--- src/rtl/imem_loader_if.sv ---
// Byte-stream load port and IMEM write port of the instruction-memory loader.
// master = host side driving the stream; slave = the loader itself.
interface imem_loader_if #(
  parameter int ADDR_W = 8,
  parameter int CNT_W  = ADDR_W + 1
);
  logic             LD_start;
  logic [CNT_W-1:0] LD_word_count;
  logic [7:0]       LD_byte;
  logic             LD_byte_valid;
  logic             LD_byte_ready;
  logic             IMEM_wr_en;
  logic [31:0]      IMEM_wr_addr;
  logic [31:0]      IMEM_wr_data;
  logic             LD_busy;
  logic             LD_done;
  logic             LD_error;

  modport master (
    output LD_start, LD_word_count, LD_byte, LD_byte_valid,
    input  LD_byte_ready, IMEM_wr_en, IMEM_wr_addr, IMEM_wr_data,
           LD_busy, LD_done, LD_error
  );

  modport slave (
    input  LD_start, LD_word_count, LD_byte, LD_byte_valid,
    output LD_byte_ready, IMEM_wr_en, IMEM_wr_addr, IMEM_wr_data,
           LD_busy, LD_done, LD_error
  );
endinterface

--- src/rtl/imem_loader.sv ---
// IMEM loader: packs a byte stream into big-endian words written at 4*idx; write strobe 1 cycle after 4th byte, >=5 cycles/word,
// ready low outside RECV/CHECK. All state on the falling edge of SYS_clk. LD_CHECKSUM_EN adds a trailing mod-256 checksum byte.
module imem_loader #(
  parameter int ADDR_W = 8,
  parameter int CNT_W  = ADDR_W + 1
) (
  input logic          SYS_clk,
  input logic          SYS_reset,
  imem_loader_if.slave ld
);

  localparam logic [31:0] CAPACITY = 32'(1) << ADDR_W;

`ifdef LD_CHECKSUM_EN
  typedef enum logic [2:0] {S_IDLE, S_RECV, S_WRITE, S_CHECK, S_DONE} state_t;
`else
  typedef enum logic [2:0] {S_IDLE, S_RECV, S_WRITE, S_DONE} state_t;
`endif

  state_t            state;
  logic [CNT_W-1:0]  count_q;
  logic [ADDR_W-1:0] word_idx;
  logic [1:0]        byte_idx;
  logic [23:0]       asm_q;
`ifdef LD_CHECKSUM_EN
  logic [7:0]        csum_q;
`endif

  logic        byte_rdy_q;
  logic        wr_en_q;
  logic [31:0] wr_addr_q;
  logic [31:0] wr_data_q;
  logic        busy_q;
  logic        done_q;
  logic        err_q;

  logic xfer;
  logic last_word;
  logic count_over;

  assign xfer       = ld.LD_byte_valid && byte_rdy_q;
  assign last_word  = (CNT_W'(word_idx) == (count_q - CNT_W'(1)));
  assign count_over = (32'(ld.LD_word_count) > CAPACITY);

  always_ff @(negedge SYS_clk or posedge SYS_reset) begin
    if (SYS_reset) begin
      state      <= S_IDLE;
      count_q    <= '0;
      word_idx   <= '0;
      byte_idx   <= '0;
      asm_q      <= '0;
`ifdef LD_CHECKSUM_EN
      csum_q     <= '0;
`endif
      byte_rdy_q <= 1'b0;
      wr_en_q    <= 1'b0;
      wr_addr_q  <= '0;
      wr_data_q  <= '0;
      busy_q     <= 1'b0;
      done_q     <= 1'b0;
      err_q      <= 1'b0;
    end else begin
      wr_en_q <= 1'b0;
      done_q  <= 1'b0;
      case (state)
        S_IDLE: begin
          if (ld.LD_start) begin
            if (ld.LD_word_count == '0) begin
              done_q <= 1'b1;
            end else if (count_over) begin
              err_q <= 1'b1;
            end else begin
              count_q    <= ld.LD_word_count;
              word_idx   <= '0;
              byte_idx   <= '0;
`ifdef LD_CHECKSUM_EN
              csum_q     <= '0;
`endif
              err_q      <= 1'b0;
              byte_rdy_q <= 1'b1;
              busy_q     <= 1'b1;
              state      <= S_RECV;
            end
          end
        end

        S_RECV: begin
          if (xfer) begin
`ifdef LD_CHECKSUM_EN
            csum_q <= csum_q + ld.LD_byte;
`endif
            // First three bytes shift through asm_q; the fourth completes the word directly.
            if (byte_idx == 2'd3) begin
              wr_en_q    <= 1'b1;
              wr_addr_q  <= 32'({word_idx, 2'b00});
              wr_data_q  <= {asm_q, ld.LD_byte};
              byte_rdy_q <= 1'b0;
              state      <= S_WRITE;
            end else begin
              asm_q    <= {asm_q[15:0], ld.LD_byte};
              byte_idx <= byte_idx + 2'd1;
            end
          end
        end

        S_WRITE: begin
          word_idx <= word_idx + ADDR_W'(1);
          if (last_word) begin
`ifdef LD_CHECKSUM_EN
            byte_rdy_q <= 1'b1;
            state      <= S_CHECK;
`else
            busy_q <= 1'b0;
            done_q <= 1'b1;
            state  <= S_DONE;
`endif
          end else begin
            byte_idx   <= '0;
            byte_rdy_q <= 1'b1;
            state      <= S_RECV;
          end
        end

`ifdef LD_CHECKSUM_EN
        S_CHECK: begin
          if (xfer) begin
            if (ld.LD_byte != csum_q) err_q <= 1'b1;
            byte_rdy_q <= 1'b0;
            busy_q     <= 1'b0;
            done_q     <= 1'b1;
            state      <= S_DONE;
          end
        end
`endif

        S_DONE:  state <= S_IDLE;
        default: state <= S_IDLE;
      endcase
    end
  end

  assign ld.LD_byte_ready = byte_rdy_q;
  assign ld.IMEM_wr_en    = wr_en_q;
  assign ld.IMEM_wr_addr  = wr_addr_q;
  assign ld.IMEM_wr_data  = wr_data_q;
  assign ld.LD_busy       = busy_q;
  assign ld.LD_done       = done_q;
  assign ld.LD_error      = err_q;

endmodule

--- src/flat_wrapper.sv ---
// flat-port wrapper written by rule: the top's interface ports become plain ports
module imem_loader_flat 
#(
  parameter int ADDR_W = 8,
  parameter int CNT_W  = ADDR_W + 1
)
  (SYS_clk, SYS_reset, ld_LD_start, ld_LD_word_count, ld_LD_byte, ld_LD_byte_valid, ld_LD_byte_ready, ld_IMEM_wr_en, ld_IMEM_wr_addr, ld_IMEM_wr_data, ld_LD_busy, ld_LD_done, ld_LD_error);
  imem_loader_if #(.ADDR_W(ADDR_W), .CNT_W(CNT_W)) ld_i ();
  input logic SYS_clk;
  input logic SYS_reset;
  input wire logic [$bits(ld_i.LD_start)-1:0] ld_LD_start;
  input wire logic [$bits(ld_i.LD_word_count)-1:0] ld_LD_word_count;
  input wire logic [$bits(ld_i.LD_byte)-1:0] ld_LD_byte;
  input wire logic [$bits(ld_i.LD_byte_valid)-1:0] ld_LD_byte_valid;
  output wire logic [$bits(ld_i.LD_byte_ready)-1:0] ld_LD_byte_ready;
  output wire logic [$bits(ld_i.IMEM_wr_en)-1:0] ld_IMEM_wr_en;
  output wire logic [$bits(ld_i.IMEM_wr_addr)-1:0] ld_IMEM_wr_addr;
  output wire logic [$bits(ld_i.IMEM_wr_data)-1:0] ld_IMEM_wr_data;
  output wire logic [$bits(ld_i.LD_busy)-1:0] ld_LD_busy;
  output wire logic [$bits(ld_i.LD_done)-1:0] ld_LD_done;
  output wire logic [$bits(ld_i.LD_error)-1:0] ld_LD_error;
  assign ld_i.LD_start = ld_LD_start;
  assign ld_i.LD_word_count = ld_LD_word_count;
  assign ld_i.LD_byte = ld_LD_byte;
  assign ld_i.LD_byte_valid = ld_LD_byte_valid;
  assign ld_LD_byte_ready = ld_i.LD_byte_ready;
  assign ld_IMEM_wr_en = ld_i.IMEM_wr_en;
  assign ld_IMEM_wr_addr = ld_i.IMEM_wr_addr;
  assign ld_IMEM_wr_data = ld_i.IMEM_wr_data;
  assign ld_LD_busy = ld_i.LD_busy;
  assign ld_LD_done = ld_i.LD_done;
  assign ld_LD_error = ld_i.LD_error;
  imem_loader #(.ADDR_W(ADDR_W), .CNT_W(CNT_W)) u_core (.SYS_clk(SYS_clk), .SYS_reset(SYS_reset), .ld(ld_i));
endmodule
--- config.mk ---
export PLATFORM = sky130hd
export DESIGN_NAME = imem_loader_flat
export DESIGN_NICKNAME = d
export VERILOG_FILES = /design/src/rtl/imem_loader_if.sv /design/src/rtl/imem_loader.sv /design/src/flat_wrapper.sv
export SDC_FILE = /design/constraint.sdc
export NUM_CORES = 1
export LEC_CHECK = 0
export CAP_MARGIN = 25
export CORE_MARGIN = 5
export CORE_UTILIZATION = 45
export DETAILED_ROUTE_END_ITERATION = 16
export HOLD_SLACK_MARGIN = 0.05
export PLACE_DENSITY = 0.76
export SLEW_MARGIN = 20
export SYNTH_ARGS = -nofsm -noshare
export SYNTH_HDL_FRONTEND = slang
export SYNTH_SLANG_ARGS = --single-unit
export TNS_END_PERCENT = 50
--- constraint.sdc ---
create_clock -name SYS_clk -period 2.62 [get_ports SYS_clk]
set_input_delay 0.524 -clock SYS_clk [delete_from_list [all_inputs] [get_ports SYS_clk]]
set_output_delay 0.524 -clock SYS_clk [all_outputs]
set_load 0.005 [all_outputs]
Fig. 1: metal layers overlaid
The bar under the picture is 20 um long.
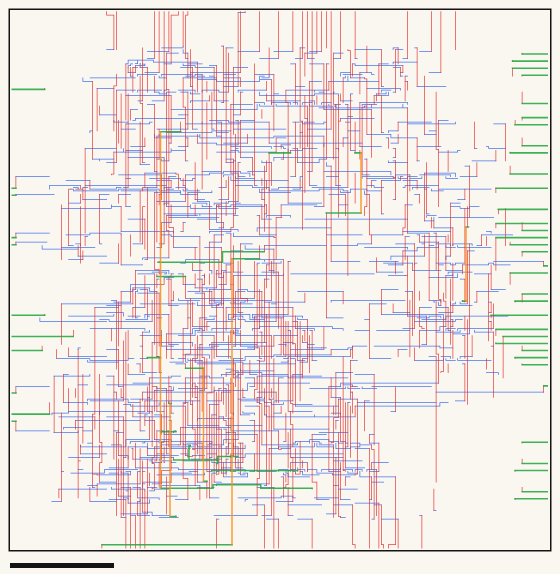
M4 -> orange  # wire length 193 um
M1 -> blue  # wire length 3750 um
M2 -> red  # wire length 4530 um
M3 -> green  # wire length 407 um

Fig. 2: placement density heat map
10 x 10 tiles, from dark blue (low) to red (high), 0 to 100% covered.
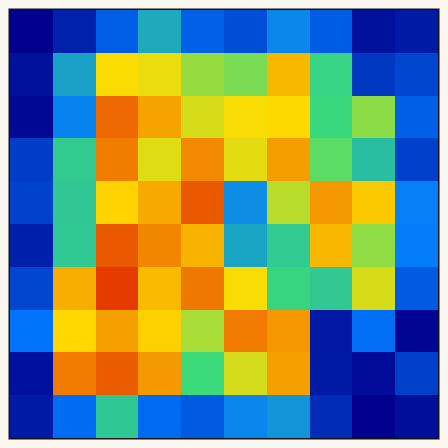
nearly empty tiles = 4.0%
tiles over 75% full = 29%
mean over tiles = 47%
fullest tile = 93%

Fig. 3: logic cells by family
The bar under the picture is 20 um long.
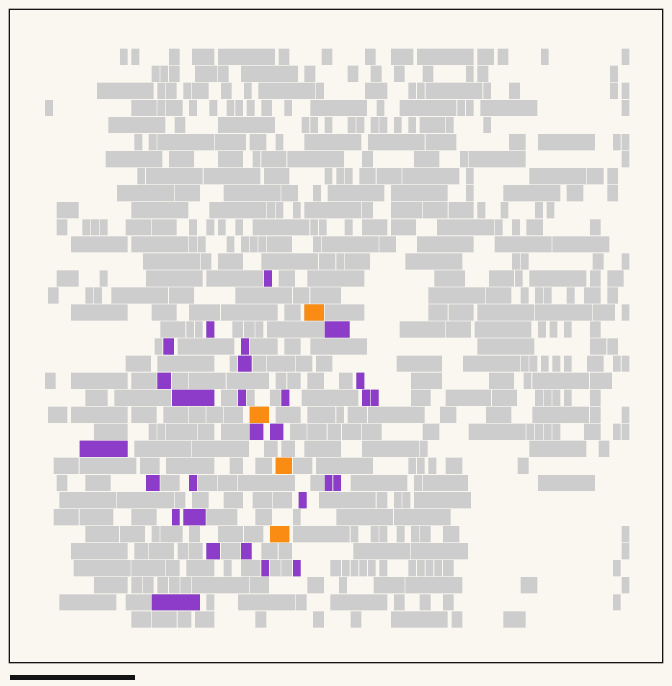
non-inverting ao/oa cells -> orange  # cells 4
nor cells -> purple  # cells 28

==> run summary <==
impl run done, here's what came out: violations in the final reports setup timing, cell group occupying the most layout area registers, maximum number of pins on one net before global-route repair 41, worst hold slack across all endpoints 407 ps, leakage power of the design 0.00266 uW, met3 WL 406 um, post-route DRC violation count 0, count of inserted tapcells ~110, post-layout worst setup margin -558 ps, total area of sequential cells 0.00225 sq mm, CTS tree done, count of cell types in the netlist 39, placeable core region about 0.0087 sq mm, Non-CTS buffers about 110, area post-placement 0.00487 sq mm, sequential element share of the synthesized area 56.6%, number of placed cells counting well taps 570, startpoint of the lowest-slack register-to-register path u_core.count_q[0], sum of overflow across all layers after global routing 0, final count of pins violating max slew 0, required time at the worst-slack endpoint 1510 ps, Top-area cell share approximately 57%, Core Util at FP a little under half, die footprint 0.0108 sq mm, worst setup path category input port to flop, tally of filler cells in the layout 761, RSZ-0062 raised after global routing yes, busiest layer in global routing met2, GR Util met2 27.2%, slowest CP cell sky130_fd_sc_hd__nor4_4, Bufs and invs on worst path 1, commonest non-fill, non-tap cells in the layout sky130_fd_sc_hd__nand2_1 (124), sky130_fd_sc_hd__dfrtn_1 (90), sky130_fd_sc_hd__buf_2 (49), sky130_fd_sc_hd__buf_4 (33), sky130_fd_sc_hd__mux2_2 (26), cts repair resizes about 240, post-detailed-route wirelength per cell 14.6 um, aggregate negative setup slack -11910 ps, cell area power density about 1000 mW/mm^2, family of cells with the greatest summed delay on the critical path simple AND/OR/NAND/NOR gates, number of clock sinks 90, detailed-routing iteration count for the pre-antenna-repair pass 4, Max Root-Sink Buffers 2, sequential cell count 90, switching power share of the total 34.6%, hold depth 2, hold bufs inserted after CTS 0, power in sequential cells between 2000 and 2500 uW, Multiplexer share between 8 and 9%, result of the run finished with violations, number of clock-tree buffers in the layout 10, Peak VDD IR between 0.4 and 0.5 mV, heaviest power group registers, first-pass GRT wire length 14.5 mm, final number of setup-violating endpoints 69, largest non-sequential cell family by area simple AND/OR/NAND/NOR gates, R2R Path End u_core.ld.LD_byte_ready, top post-synthesis cells by count sky130_fd_sc_hd__nand2_1 (128), sky130_fd_sc_hd__dfrtn_1 (90), sky130_fd_sc_hd__mux2_2 (31), sky130_fd_sc_hd__buf_4 (26), sky130_fd_sc_hd__nor2_1 (19), switching power of the nets ~1900 uW, Yosys warnings 0, GR Layer Usage met1 20.3%, total I/O pin count 90, Final ANT Viol Nets 0, total wire length after detailed routing 8.88 mm, Non-clock buffering overhead 16.2%, WL met2 4.53 mm, Routability Congestion 0.847, number of cell instances after yosys synthesis 386, yosys simple share about a fifth, cell area after layout 0.00519 sq mm, Critical Path AT 2070 ps, end point of the critical path u_core.word_idx[4], cell taking the most area after synthesis sky130_fd_sc_hd__dfrtn_1, die extent in x 104 um
Power and IR drop assume default switching activity.
